`src/rtl/p405s_icu_dp_fetchbuf.sv`:
```
// Enable-gated FIFO staging buffer between the ICU fill/fetch datapath and issue.
// Holds up to DEPTH words; reports occupancy and flags dropped pushes with a sticky Ovf.
module p405s_icu_dp_fetchbuf #(
  parameter int WIDTH = 32,
  parameter int DEPTH = 4,
  localparam int CW = $clog2(DEPTH + 1)
) (
  input  logic             CB,
  input  logic             Reset,
  input  logic [0:WIDTH-1] D,
  input  logic             E1,
  input  logic             Rd,
  input  logic             Flush,
  output logic [0:WIDTH-1] L2,
  output logic             Valid,
  output logic             Full,
  output logic [CW-1:0]    Count,
  output logic             Ovf
);

  localparam int PW = $clog2(DEPTH);

  // Handshake: E1 acts as a push-valid whose implicit ready is (~Full | pop accepted);
  // Rd acts as a pop-ready against Valid. A push is taken only when both sides agree,
  // and a refused push is not held -- it is dropped and recorded in Ovf.
  logic [0:WIDTH-1] r_mem [DEPTH];
  logic [PW-1:0]    r_wp;
  logic [PW-1:0]    r_rp;
  logic [CW-1:0]    r_count;
  logic             r_ovf;

  logic w_valid;
  logic w_full;
  logic w_pa;
  logic w_wa;
  logic w_drop;

  assign w_valid = (r_count != '0);
  assign w_full  = (r_count == CW'(DEPTH));
  assign w_pa    = Rd & w_valid;
  assign w_wa    = E1 & (~w_full | w_pa);
  assign w_drop  = E1 & w_full & ~w_pa;

  always_ff @(posedge CB or posedge Reset) begin
    if (Reset) begin
      for (int i = 0; i < DEPTH; i++) begin
        r_mem[i] <= '0;
      end
    end else if (w_wa && !Flush) begin
      r_mem[r_wp] <= D;
    end
  end

  // Flush outranks any push or pop presented in the same cycle.
  always_ff @(posedge CB or posedge Reset) begin
    if (Reset) begin
      r_wp    <= '0;
      r_rp    <= '0;
      r_count <= '0;
      r_ovf   <= 1'b0;
    end else if (Flush) begin
      r_wp    <= '0;
      r_rp    <= '0;
      r_count <= '0;
      r_ovf   <= 1'b0;
    end else begin
      if (w_wa) begin
        r_wp <= r_wp + 1'b1;
      end
      if (w_pa) begin
        r_rp <= r_rp + 1'b1;
      end
      case ({w_wa, w_pa})
        2'b10:   r_count <= r_count + 1'b1;
        2'b01:   r_count <= r_count - 1'b1;
        default: r_count <= r_count;
      endcase
      if (w_drop) begin
        r_ovf <= 1'b1;
      end
    end
  end

  assign L2    = w_valid ? r_mem[r_rp] : '0;
  assign Valid = w_valid;
  assign Full  = w_full;
  assign Count = r_count;
  assign Ovf   = r_ovf;

endmodule

```
`config.mk`:
```
export PLATFORM = sky130hd
export DESIGN_NAME = p405s_icu_dp_fetchbuf
export DESIGN_NICKNAME = d
export VERILOG_FILES = /design/src/rtl/p405s_icu_dp_fetchbuf.sv
export SDC_FILE = /design/constraint.sdc
export NUM_CORES = 1
export LEC_CHECK = 0
export CAP_MARGIN = 20
export CELL_PAD_IN_SITES_DETAIL_PLACEMENT = 1
export CELL_PAD_IN_SITES_GLOBAL_PLACEMENT = 1
export CORE_MARGIN = 2
export CORE_UTILIZATION = 40
export DETAILED_ROUTE_END_ITERATION = 16
export PLACE_DENSITY_LB_ADDON = 0.12
export SETUP_SLACK_MARGIN = 0.05
export SLEW_MARGIN = 10
export SYNTH_ARGS = -nofsm -noshare
export SYNTH_HDL_FRONTEND = slang
export SYNTH_SLANG_ARGS = --single-unit
```
`constraint.sdc`:
```
create_clock -name CB -period 6.2 [get_ports CB]
set_clock_uncertainty 0.05 [all_clocks]
set_input_delay 1.24 -clock CB [delete_from_list [all_inputs] [get_ports CB]]
set_output_delay 1.24 -clock CB [all_outputs]
set_load 0.02 [all_outputs]
```
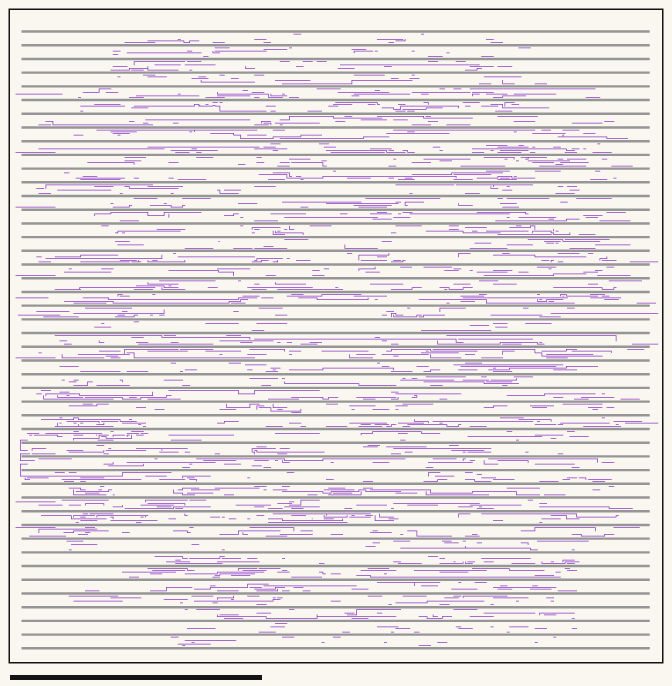
(run_1/m1.png)
Bar = 50 um. Supply wires on this layer in grey.
The layer carries 5850 um of wire. The layer holds 44% of the routed length. The wires run mostly horizontal.

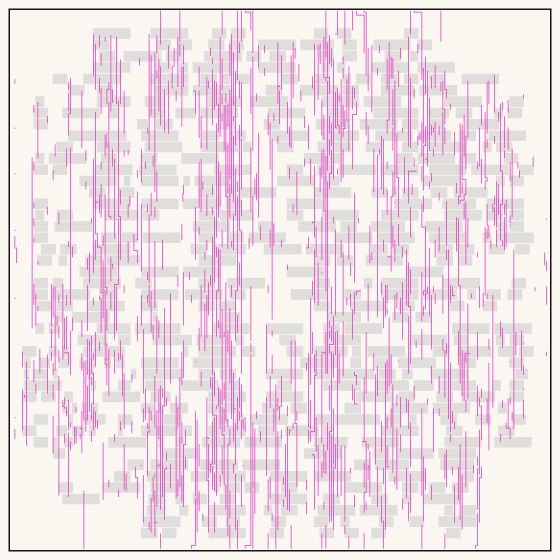
(run_1/m2.png)
The layer carries 6880 um of wire. The longest straight run is 45.9 um. 489 nets have wire on it.

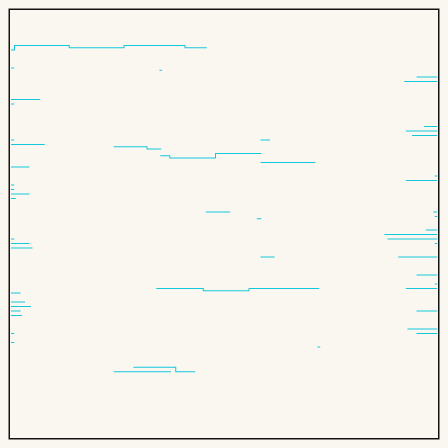
(run_1/m3.png)
The wires run mostly horizontal. The layer holds 3.2% of the routed length. The layer carries 421 um of wire.
vias post-DR: 3622
met3 track utilization from global routing: 4.459%
final routed wirelength across all metal layers: 13.31 mm

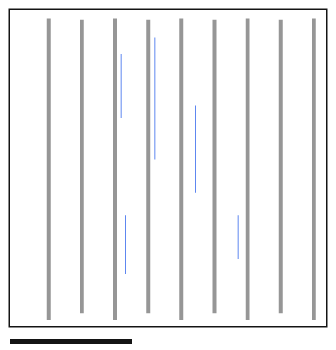
(run_1/m4.png)
Bar = 50 um. Supply wires on this layer in grey.
The layer holds 1.1% of the routed length. The longest straight run is 49.6 um. The layer carries 152 um of wire. 2 nets have wire on it. The wires run mostly vertical.

==> qor.tcl, run 1 <==
set qor(final_net_count) 518
set qor(post_cts.repair.setup_buffers) 0
set qor(topCellsByArea) {sky130_fd_sc_hd__dfrtp_1 54%, sky130_fd_sc_hd__mux2_2 23%, sky130_fd_sc_hd__mux4_2 11%, sky130_fd_sc_hd__and2_1 3.2%, sky130_fd_sc_hd__buf_6 2.1%}
set qor(timing.setup.tns_ns) 0
set qor(holdCritStartpoint) {r_mem[50]}
set qor(global_route.usage.total_pct) 17.42
set qor(count_of_antenna_diodes_in_the_layout) 0
set qor(rsz0062_at_grt) {no}
set qor(yosysTopAreaCell) {sky130_fd_sc_hd__dfrtp_1}
set qor(fmaxAchievable_mhz) 233.7
set qor(num-fill-cells) 1490
set qor(crit_arrival_ns) 2.99
set qor(clock_latency_ns) 0.41
set qor(syn_area_per_cell_um2) 15.57
set qor(ys_area_mm2) 0.006290
set qor(main_flop_type) {sky130_fd_sc_hd__dfrtp_1}
set qor(cts_repair_resized_insts) 0
set qor(wl_per_cell_um) 19.01
set qor(critical_path_origin) {r_rp[0]}
set qor(tritoncts) {yes}
set qor(tightest_hold_check_type) {reg2reg}
set qor(design.portCount) 75
set qor(dieHeight_um) 129.4
set qor(core.rowCount) 45
set qor(critPathLaunchType) {flip-flop}
set qor(edf_count) 0
set qor(synthArstFlopShare_pct) 100.0
set qor(yosysSeqAreaShare_pct) 54.11
set qor(place_ws_ns) 2.263
set qor(cp_max_fo) 23
set qor(post_synth_num_cell_types) 32
set qor(grt-ovfl-total) 0
set qor(cap_violations) 0
set qor(top_logic_kind) {multiplexers}
set qor(dp_hpwl_mm) 7.971
set qor(max-slew-margin-rel_pct) 34.97
set qor(synth.cellmix.adderShare_pct) 1.114
set qor(critical_path.endpoint_type) {output port}
set qor(die_width_um) 129.4
set qor(synth.yosys.num_cells) 404
set qor(global_route_wire_length_before_repair_mm) 21.72
set qor(grt_max_degree) 103
set qor(floorplanUtilization_pct) 41.22
set qor(drt_drc_violations_left) 0
set qor(first_pass_iters) 4
set qor(dieArea_mm2) 0.01674
set qor(finalHoldViolCount) 0
set qor(layout_top_cell) {sky130_fd_sc_hd__dfrtp_1}
set qor(drt.antenna.violating_nets) 0
set qor(power-per-cell-area_mw_per_mm2) 475.8
set qor(core_box_area_mm2) 0.01526
set qor(netlist.area_leader.share_pct) 54.11
set qor(ctsHoldBuffers) 0
set qor(final.period_utilization_pct) 69.01
set qor(drv_slew) 0
set qor(globalRouteMet1Util_pct) 22.34
set qor(finalSetupViolations) 0
set qor(worst_ep_required_time_ns) 4.91
set qor(areaGrowthSynthToFinish_pct) 23.35
set qor(status) {complete, no violations}
set qor(avgViaCountPerCell) 5.174
set qor(parity_gate_share_of_the_synthesized_area_counting_xor_and_xnor_cells_pct) 0.4177
set qor(buffer_ports.inserted) 74
set qor(muxShareOfSynthArea_pct) 34.71
set qor(yosysWarningCount) 0
set qor(synth-compound-area-share_pct) 1.174
set qor(number_of_warnings_in_the_stage_logs) 31
set qor(synth-seq-cells) 136
set qor(synth.top_cells.by_count) {136 x sky130_fd_sc_hd__dfrtp_1, 129 x sky130_fd_sc_hd__mux2_2, 32 x sky130_fd_sc_hd__and2_1, 32 x sky130_fd_sc_hd__mux4_2, 12 x sky130_fd_sc_hd__buf_6}
set qor(power.ir.vdd_worst_mv) 0.2162
set qor(gr-max-usage-layer) {met2}
set qor(initial_antenna_violation_count) 0
set qor(most-common-layout-cells) {134 x sky130_fd_sc_hd__dfrtp_1, 129 x sky130_fd_sc_hd__mux2_2, 74 x sky130_fd_sc_hd__clkdlybuf4s50_1, 32 x sky130_fd_sc_hd__mux4_2, 32 x sky130_fd_sc_hd__and2_1}
set qor(syn-instance-count) 404
run 1: final cells by class:
cell class              instances  area [um2]  area share (%)
inverters                       7       31.28          0.4032
repair buffers                 77       763.2           9.837
clock inverters                 8       117.6           1.516
well taps                     211       264.0           3.403
multi-input cells             237        2685           34.61
clock buffers                  24       491.7           6.338
flip-flops and latches        136        3406           43.90
run 1: final timing paths:
path,endpoint,slack (ns),depth (start not counted)
worst max-delay path,L2[2],1.92,4
worst min-delay path,r_mem[50],0.45,1
worst max register to register,r_mem[90],3.58,4
worst min register to register,r_mem[50],0.45,1
max in group asynchronous,r_mem[58],3.69,3
min in group asynchronous,r_mem[115],1.35,2
run 1: metrics by stage:
step	cells	util [%]	instance area [um2]	power (mW)	hold WS, ns
floorplan	404	-	6290	2.229	0.4238
global placement	668	46.86	7149	2.640	0.4320
detailed placement	668	46.86	7149	2.693	0.4385
CTS	700	50.85	7759	3.746	0.4510
global route	700	50.85	7759	3.906	0.4651
finish	700	50.85	7759	3.692	0.4512
run 1: registers in the layout (all words and copies together), names as in the netlist:
| register | count |
|---|---|
| Ovf | 1 |
| Count | 3 |
| r_mem | 128 |
| r_wp | 2 |
| r_rp | 2 |
run 1: layer usage:
metal	part of all wire, %	vias up
met5	0	-
met4	1.1	0
met3	3.2	14
met2	52	57
met1	44	1935
li1	-	1616
run 1: critical path, cell delays in order (launching register included):
cell and delay (ns):
sky130_fd_sc_hd__dfrtp_2 0.90, sky130_fd_sc_hd__buf_4 0.40, sky130_fd_sc_hd__mux4_2 0.53, sky130_fd_sc_hd__and2_1 0.19
sky130_fd_sc_hd__clkdlybuf4s50_1 0.54
run 1: power breakdown:
part	switching, mW	leakage (nW)	internal, mW
sequential	0.214	1.70	1.23
clock	0.359	0.300	0.672
combinational	0.479	1.32	0.742
## Run 2: what changed since run 1
==> constraint.sdc (replaced) <==
create_clock -name CB -period 3.95 [get_ports CB]
set_clock_uncertainty 0.05 [all_clocks]
set_input_delay 0.79 -clock CB [delete_from_list [all_inputs] [get_ports CB]]
set_output_delay 0.79 -clock CB [all_outputs]
set_load 0.02 [all_outputs]
==> run 2 against run 1 <==
  * Synthesized cell count is the same
  * Cell count grew 0.71%
  * Power grew 53%
  * Critical path type unchanged
  * Largest power group unchanged
  * Non-clock buffer count grew 9
  * Synthesized area is the same
  * Sequential share of layout area shrank 0.16 points
  * Cell area grew 0.37%
  * Register-to-register slack lost 2.0 ns
==> qor.tcl, run 2 <==
set qor(timing.setup.tns_ns) 0 ;# unchanged
set qor(count_of_antenna_diodes_in_the_layout) 0 ;# unchanged
set qor(regMostFlops) {r_mem}
set qor(global_route_wire_length_before_repair_mm) 22.51 ;# +3.6%
set qor(layout_top_cell) {sky130_fd_sc_hd__dfrtp_1}
set qor(clock_network_power_mw) 1.42 ;# +38%
set qor(critPathLaunchType) {flip-flop}
set qor(wl_per_cell_um) 19.64 ;# +3.3%
set qor(drv_slew) 0 ;# unchanged
set qor(dieArea_mm2) 0.01674 ;# unchanged
set qor(yosysSeqAreaShare_pct) 54.11 ;# unchanged
set qor(floorplanUtilization_pct) 41.22 ;# unchanged
set qor(synth-compound-area-share_pct) 1.174 ;# unchanged
set qor(post_synth_num_cell_types) 32 ;# unchanged
set qor(fmaxAchievable_mhz) 287.0
set qor(grt-ovfl-total) 0 ;# unchanged
set qor(first_pass_iters) 4 ;# unchanged
set qor(edf_count) 0 ;# unchanged
set qor(grt_max_degree) 59 ;# -43%
set qor(fp_nets) 446
set qor(comb-power_mw) 2.02 ;# +66%
set qor(syn_area_per_cell_um2) 15.57 ;# unchanged
set qor(seq_area_mm2) 0.003406 ;# unchanged
set qor(internal-power_mw) 3.984 ;# +51%
set qor(switchingPower_mw) 1.664 ;# +58%
set qor(power.ir.vdd_worst_mv) 0.4013 ;# +86%
set qor(drt.antenna.violating_nets) 0 ;# unchanged
set qor(avgViaCountPerCell) 5.189 ;# +0.28%
set qor(main_power_group) {registers}
set qor(yosysTopAreaCell) {sky130_fd_sc_hd__dfrtp_1}
set qor(cap_violations) 0 ;# unchanged
set qor(cts_repair_resized_insts) 0 ;# unchanged
set qor(buffer_ports.inserted) 74 ;# unchanged
set qor(finalHoldViolCount) 0 ;# unchanged
set qor(netlist.area_leader.share_pct) 54.11 ;# unchanged
set qor(post_cts.repair.setup_buffers) 0 ;# unchanged
set qor(finalSetupViolations) 0 ;# unchanged
set qor(rsz0062_at_grt) {no}
set qor(most-common-layout-cells) {134 x sky130_fd_sc_hd__dfrtp_1, 129 x sky130_fd_sc_hd__mux2_2, 74 x sky130_fd_sc_hd__clkdlybuf4s50_1, 32 x sky130_fd_sc_hd__mux4_2, 32 x sky130_fd_sc_hd__and2_1}
set qor(ys_area_mm2) 0.006290 ;# unchanged
set qor(cts-buffers-inserted) 17
set qor(synth-seq-cells) 136 ;# unchanged
set qor(power.share.clock_pct) 25.2 ;# -2.7 points
set qor(share_seq_of_total_power_pct) 39.1 ;# about the same
set qor(syn-instance-count) 404 ;# unchanged
set qor(tightest_hold_check_type) {reg2reg}
set qor(cp_max_fo) 22 ;# -4.3%
set qor(power-per-cell-area_mw_per_mm2) 725.2 ;# +52%
set qor(synth_top_cell_by_count) {sky130_fd_sc_hd__dfrtp_1}
set qor(dieHeight_um) 129.4 ;# unchanged
set qor(crit_arrival_ns) 2.64 ;# -0.35 ns
set qor(worst_ep_required_time_ns) 3.11 ;# -1.80 ns
set qor(cts_htree_levels) 4
set qor(synthArstFlopShare_pct) 100.0 ;# unchanged
set qor(parity_gate_share_of_the_synthesized_area_counting_xor_and_xnor_cells_pct) 0.4177 ;# unchanged
set qor(sw_frac_of_total_pct) 29.46 ;# +0.98 points
set qor(drt_drc_violations_left) 0 ;# unchanged
set qor(dp_hpwl_mm) 8.706 ;# +9.2%
set qor(main_flop_type) {sky130_fd_sc_hd__dfrtp_1}
set qor(via_count_of_the_first_global_routing_pass) 4201
set qor(design.portCount) 75 ;# unchanged
set qor(synth.top_cells.by_count) {136 x sky130_fd_sc_hd__dfrtp_1, 129 x sky130_fd_sc_hd__mux2_2, 32 x sky130_fd_sc_hd__and2_1, 32 x sky130_fd_sc_hd__mux4_2, 12 x sky130_fd_sc_hd__buf_6}
set qor(power_sequential_mw) 2.21 ;# +53%
set qor(static-leakage-power_nw) 3.339
set qor(final_net_count) 527 ;# +1.7%
set qor(synth.cellmix.adderShare_pct) 1.114 ;# unchanged
set qor(areaGrowthSynthToFinish_pct) 23.81
set qor(status) {complete, no violations}
set qor(ctsHoldBuffers) 0 ;# unchanged
set qor(layout_min_cycle_time_ns) 3.484
set qor(topCellsByArea) {sky130_fd_sc_hd__dfrtp_1 54%, sky130_fd_sc_hd__mux2_2 23%, sky130_fd_sc_hd__mux4_2 11%, sky130_fd_sc_hd__and2_1 3.2%, sky130_fd_sc_hd__buf_6 2.1%}
set qor(max-slew-margin-rel_pct) 48.59 ;# +14 points
set qor(initial_antenna_violation_count) 0 ;# unchanged
set qor(cts.clk_slew.worst_paths_ns) 0.06
set qor(comb_power_share_pct) 35.7 ;# +2.6 points
set qor(number_of_warnings_in_the_stage_logs) 29 ;# -6.5%
set qor(cts_buffer_depth) 2
set qor(die_width_um) 129.4 ;# unchanged
set qor(top_logic_kind) {multiplexers}
set qor(yosysWarningCount) 0 ;# unchanged
set qor(final.period_utilization_pct) 88.20
set qor(root_driver) {sky130_fd_sc_hd__clkbuf_16}
set qor(logic_area_mm2) 0.002685 ;# unchanged
set qor(core.rowCount) 45 ;# unchanged
set qor(critical_path.endpoint_type) {output port}
set qor(muxShareOfSynthArea_pct) 34.71 ;# unchanged
set qor(drive_above_1_share_pct) 42.31
set qor(tritoncts) {yes}
set qor(largest_register_ff_count) 128 ;# unchanged
set qor(clock_latency_ns) 0.42 ;# about the same
set qor(place_ws_ns) 0.8724 ;# -1.390 ns
set qor(synth.yosys.num_cells) 404 ;# unchanged
set qor(core_box_area_mm2) 0.01526 ;# unchanged
set qor(num-fill-cells) 1490 ;# unchanged
set qor(global_route.usage.total_pct) 18.16 ;# +0.74 points
-- run 2: area by class of cell --
type,count,share of cell area [%]
flip-flops and latches,136,43.73
multi-input cells,237,34.48
repair buffers,86,11.31
clock buffers,24,6.443
well taps,211,3.390
inverters,7,0.3856
clock inverters,4,0.2571
-- run 2: critical path, stage by stage, from the launching register on --
cell                              delay, ns
sky130_fd_sc_hd__dfrtp_1               0.47
sky130_fd_sc_hd__nor3_1                0.38
sky130_fd_sc_hd__inv_1                 0.38
sky130_fd_sc_hd__buf_12                0.28
sky130_fd_sc_hd__and2_1                0.16
sky130_fd_sc_hd__clkdlybuf4s50_1       0.54
-- run 2: path summary, 6_finish.rpt --
check                      startpoint    endpoint  slack (ns)  depth (start not counted)
setup / recovery             Count[2]      L2[28]        0.47                          5
hold / removal              r_mem[62]   r_mem[62]        0.45                          1
setup reg to reg             Count[2]    Count[2]        1.57                          6
hold reg to reg             r_mem[62]   r_mem[62]        0.45                          1
max in group asynchronous       Reset  r_mem[127]        2.26                          3
min in group asynchronous       Reset    r_mem[9]        0.80                          2
-- run 2: layer usage --
layer  global-route usage, %  vias up  part of all wire [%]
met4                   6.138        0                   1.4
li1                        -     1628                     -
met1                   21.89     1950                    43
met5                       0        -                     0
met2                   31.58       60                    52
met3                   4.955       20                   3.8
-- run 2: metrics by stage --
stage / util, % / power [mW] / instance area, um2 / std cells / hold WS [ns]
final: 51.04 / 5.647 / 7787 / 705 / 0.4497
after global routing: 51.04 / 5.986 / 7787 / 705 / 0.4572
after CTS: 51.04 / 5.734 / 7787 / 705 / 0.4494
after detailed placement: 47.62 / 4.275 / 7266 / 677 / 0.4375
after global placement: 47.62 / 4.183 / 7266 / 677 / 0.4313
after floorplan: - / 3.500 / 6294 / 404 / 0.4238
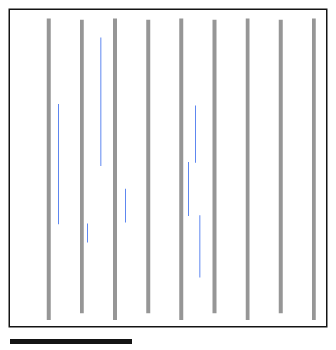
(run_2/m4.png)
Bar = 50 um. Supply wires on this layer in grey.
The wires run mostly vertical. The layer holds 1.4% of the routed length. The layer carries 192 um of wire. The longest straight run is 52.4 um. 2 nets have wire on it.
vias post-DR: 3658
final routed wirelength across all metal layers: 13.84 mm

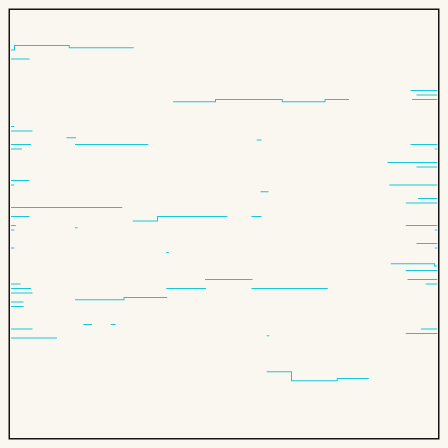
(run_2/m3.png)
The wires run mostly horizontal. The longest straight run is 33.4 um. The layer carries 522 um of wire. 42 nets have wire on it.
met3 track utilization from global routing: 4.955%

## Run 3: what changed since run 2
==> constraint.sdc (replaced) <==
create_clock -name CB -period 4 [get_ports CB]
set_clock_uncertainty 0.05 [all_clocks]
set_input_delay 0.8 -clock CB [delete_from_list [all_inputs] [get_ports CB]]
set_output_delay 0.8 -clock CB [all_outputs]
set_load 0.02 [all_outputs]
==> run 3 against run 2 <==
  * Synthesized area did not move
  * Power rose by 2.5%
  * Via count fell by 0.11%
  * Flip-flop count did not move
  * Critical path type unchanged
  * Critical endpoint is now L2[1]
  * Highest routed layer unchanged
==> qor.tcl, run 3 <==
set qor(status) {complete, no violations}
set qor(crit_arrival_ns) 2.69 ;# +0.05 ns
set qor(seq_area_mm2) 0.003406 ;# unchanged
set qor(areaGrowthSynthToFinish_pct) 25.58
set qor(via_count_of_the_first_global_routing_pass) 4129 ;# -1.7%
set qor(sequential_share_of_cell_area_pct) 43.12 ;# -0.62 points
set qor(logic_area_mm2) 0.002685 ;# unchanged
set qor(layout_min_cycle_time_ns) 3.544
set qor(critical_path.endpoint_type) {output port}
set qor(drive_above_1_share_pct) 43.29 ;# +0.98 points
set qor(rrSetupSlack_ns) 1.64 ;# +0.07 ns
set qor(ys_area_mm2) 0.006290 ;# unchanged
set qor(synth.yosys.num_cells) 404 ;# unchanged
set qor(cts_buffer_depth) 2 ;# unchanged
set qor(max-slew-margin-rel_pct) 57.31 ;# +8.7 points
set qor(critical_r2r_launch) {Count[1]}
set qor(netlist.area_leader.share_pct) 54.11 ;# unchanged
set qor(most-common-layout-cells) {134 x sky130_fd_sc_hd__dfrtp_1, 129 x sky130_fd_sc_hd__mux2_2, 74 x sky130_fd_sc_hd__clkdlybuf4s50_1, 32 x sky130_fd_sc_hd__mux4_2, 32 x sky130_fd_sc_hd__and2_1}
set qor(clock_latency_ns) 0.43 ;# about the same
set qor(worst_ep_required_time_ns) 3.15 ;# +0.04 ns
set qor(n_sequential_cell) 136 ;# unchanged
set qor(worstHoldEndpoint) {r_mem[17]}
set qor(first_pass_iters) 4 ;# unchanged
set qor(root_driver) {sky130_fd_sc_hd__clkbuf_16}
set qor(critPathLaunchType) {flip-flop}
set qor(count_of_antenna_diodes_in_the_layout) 0 ;# unchanged
set qor(yosysWarningCount) 0 ;# unchanged
set qor(synthArstFlopShare_pct) 100.0 ;# unchanged
set qor(final.period_utilization_pct) 88.61
set qor(r2r_cells) 6 ;# unchanged
set qor(wl_per_cell_um) 19.11 ;# -2.7%
set qor(buffer_ports.inserted) 74 ;# unchanged
set qor(edf_count) 0 ;# unchanged
set qor(die_width_um) 129.4 ;# unchanged
set qor(yosysSeqAreaShare_pct) 54.11 ;# unchanged
set qor(yosysTopAreaCell) {sky130_fd_sc_hd__dfrtp_1}
set qor(critPathMaxStageDelay_ns) 0.72 ;# +0.18 ns
set qor(num-fill-cells) 1482 ;# -0.54%
set qor(cap_violations) 0 ;# unchanged
set qor(dp_hpwl_mm) 8.676 ;# -0.35%
set qor(ctsHoldBuffers) 0 ;# unchanged
set qor(static-leakage-power_nw) 3.383 ;# +1.3%
set qor(r2r-end) {Count[2]}
set qor(switchingPower_mw) 1.677 ;# +0.78%
set qor(fin_hold_ws_ns) 0.4520 ;# +0.002299 ns
set qor(dp.cells) 678 ;# +0.15%
set qor(layout.non_clock_buffers) 87 ;# +1.2%
set qor(layout_top_cell) {sky130_fd_sc_hd__dfrtp_1}
set qor(tightest_hold_check_type) {reg2reg}
set qor(buffer_area_share_pct) 11.25 ;# -0.064 points
set qor(core.rowCount) 45 ;# unchanged
set qor(drv_slew) 0 ;# unchanged
set qor(critical_path_origin) {r_rp[0]}
set qor(cp_max_fo) 20 ;# -9.1%
set qor(place_ws_ns) 0.8391 ;# -0.03333 ns
set qor(nWellTaps) 211 ;# unchanged
set qor(share_seq_of_total_power_pct) 38.1 ;# -1.0 points
set qor(rsz0062_at_grt) {no}
set qor(timing.setup.tns_ns) 0 ;# unchanged
set qor(finalHoldViolCount) 0 ;# unchanged
set qor(worst-path-buf-inv) 2 ;# -1
set qor(global_route.usage.total_pct) 17.75 ;# -0.41 points
set qor(largest_register_ff_count) 128 ;# unchanged
set qor(dieArea_mm2) 0.01674 ;# unchanged
set qor(tightestPinTransition_ns) 0.6390
set qor(inverters_excl_clock) 7 ;# unchanged
set qor(final_net_count) 528 ;# +0.19%
set qor(drt_drc_violations_left) 0 ;# unchanged
set qor(topCellsByArea) {sky130_fd_sc_hd__dfrtp_1 54%, sky130_fd_sc_hd__mux2_2 23%, sky130_fd_sc_hd__mux4_2 11%, sky130_fd_sc_hd__and2_1 3.2%, sky130_fd_sc_hd__buf_6 2.1%}
set qor(regMostFlops) {r_mem}
set qor(holdCritStartpoint) {r_mem[17]}
set qor(synth_top_cell_by_count) {sky130_fd_sc_hd__dfrtp_1}
set qor(cts-buffers-inserted) 17 ;# unchanged
set qor(comb_cells) 237 ;# unchanged
set qor(tritoncts) {yes}
set qor(fmaxAchievable_mhz) 282.1
set qor(grt-ovfl-total) 0 ;# unchanged
set qor(comb_power_share_pct) 33.6 ;# -2.1 points
set qor(area_dominant_class) {registers}
set qor(cp_cell_sequence) {buf_12 -> mux4_2 -> and2_1 -> clkdlybuf4s50_1}
set qor(cts_repair_resized_insts) 0 ;# unchanged
set qor(syn_area_per_cell_um2) 15.57 ;# unchanged
set qor(cts_htree_levels) 4 ;# unchanged
set qor(sw_frac_of_total_pct) 28.97 ;# -0.50 points
set qor(floorplanUtilization_pct) 41.22 ;# unchanged
set qor(post_cts.repair.setup_buffers) 0 ;# unchanged
set qor(finalSetupViolations) 0 ;# unchanged
set qor(comb_share_pct) 33.99 ;# -0.49 points
set qor(clock_buffers) 21 ;# -13%
set qor(final_cells) 710 ;# +0.71%
set qor(post_synth_num_cell_types) 32 ;# unchanged
set qor(design.portCount) 75 ;# unchanged
set qor(initial_antenna_violation_count) 0 ;# unchanged
set qor(dieHeight_um) 129.4 ;# unchanged
set qor(drt.antenna.violating_nets) 0 ;# unchanged
set qor(grt_max_degree) 57 ;# -3.4%
set qor(global_route_wire_length_before_repair_mm) 22.05 ;# -2.1%
set qor(syn-instance-count) 404 ;# unchanged
set qor(number_of_warnings_in_the_stage_logs) 29 ;# unchanged
set qor(main_flop_type) {sky130_fd_sc_hd__dfrtp_1}
set qor(cts.clk_slew.worst_paths_ns) 0.06 ;# about the same
run 3: cell counts after synthesis:
No cell type changed its count.
run 3: kinds of logic after synthesis:
| kind of cell | share of synthesized area (%) |
|---|---|
| flip-flops | 54.11 |
| multiplexers | 34.71 |
| XOR/XNOR | 0.4178 |
| AND/OR/NAND/NOR | 5.113 |
| buffers and inverters | 3.362 |
| adder cells (fa/ha/maj) | 1.114 |
| AND-OR/OR-AND | 1.174 |
run 3: metrics by stage:
step | utilization, % | area, um2
after floorplan | - | 6294
after global placement | 47.67 | 7273
after detailed placement | 47.67 | 7273
after CTS | 51.77 | 7899
after global routing | 51.77 | 7899
final | 51.77 | 7899
run 3: power groups by stage:
stage	clock [mW]	sequential [mW]	combinational, mW
after global placement	0	2.20	1.92
after detailed placement	0	2.23	1.97
after floorplan	0	2.10	1.36
after global routing	1.74	2.28	2.10
after CTS	1.68	2.21	1.98
final	1.64	2.21	1.94
run 3: worst max-delay path by stage:
stage	slack, ns	end	cells past startpoint
final	0.46	L2[1]	4
after global routing	0.30	L2[10]	4
after CTS	0.39	L2[1]	4
after detailed placement	0.84	L2[1]	4
after global placement	0.83	L2[1]	4
after floorplan	1.46	Count[0]	1
run 3: layer usage:
layer  share of wire, %  global-route usage [%]  vias to the layer above
met2                 50                   28.92                       56
met1                 45                   23.03                     1940
met5                  0                       0                        -
met4                1.6                   6.522                        0
met3                3.6                   4.624                       20
li1                   -                       -                     1638
run 3: worst reg2reg max path, cell delays in order (launching register included):
cell                      delay, ns
sky130_fd_sc_hd__dfrtp_1       0.47
sky130_fd_sc_hd__nor3_1        0.38
sky130_fd_sc_hd__nor2_1        0.13
sky130_fd_sc_hd__fa_1          0.43
sky130_fd_sc_hd__or3_2         0.49
sky130_fd_sc_hd__a21o_1        0.18
sky130_fd_sc_hd__a31oi_1       0.15
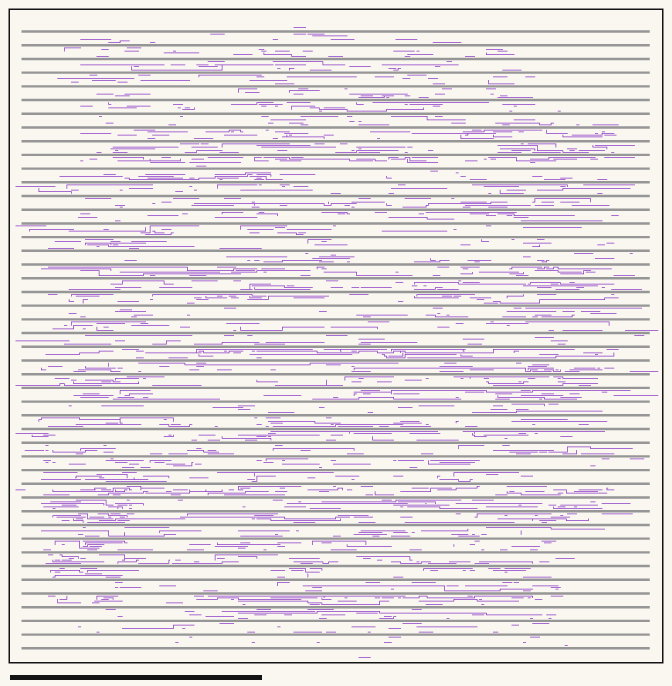
(run_3/m1.png)
Bar = 50 um. Supply wires on this layer in grey.
The layer holds 45% of the routed length. The layer carries 6100 um of wire.

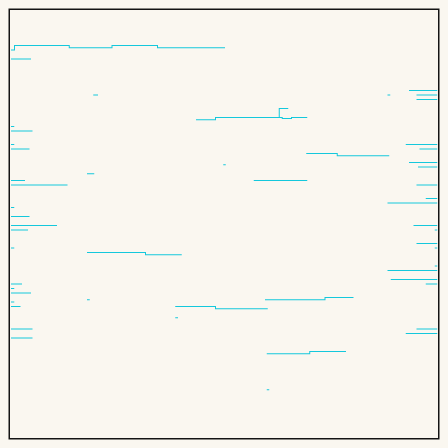
(run_3/m3.png)
final routed wirelength across all metal layers: 13.57 mm
vias post-DR: 3654
met3 track utilization from global routing: 4.624%

No activity file was given, so power comes from the tool's default toggle rates.
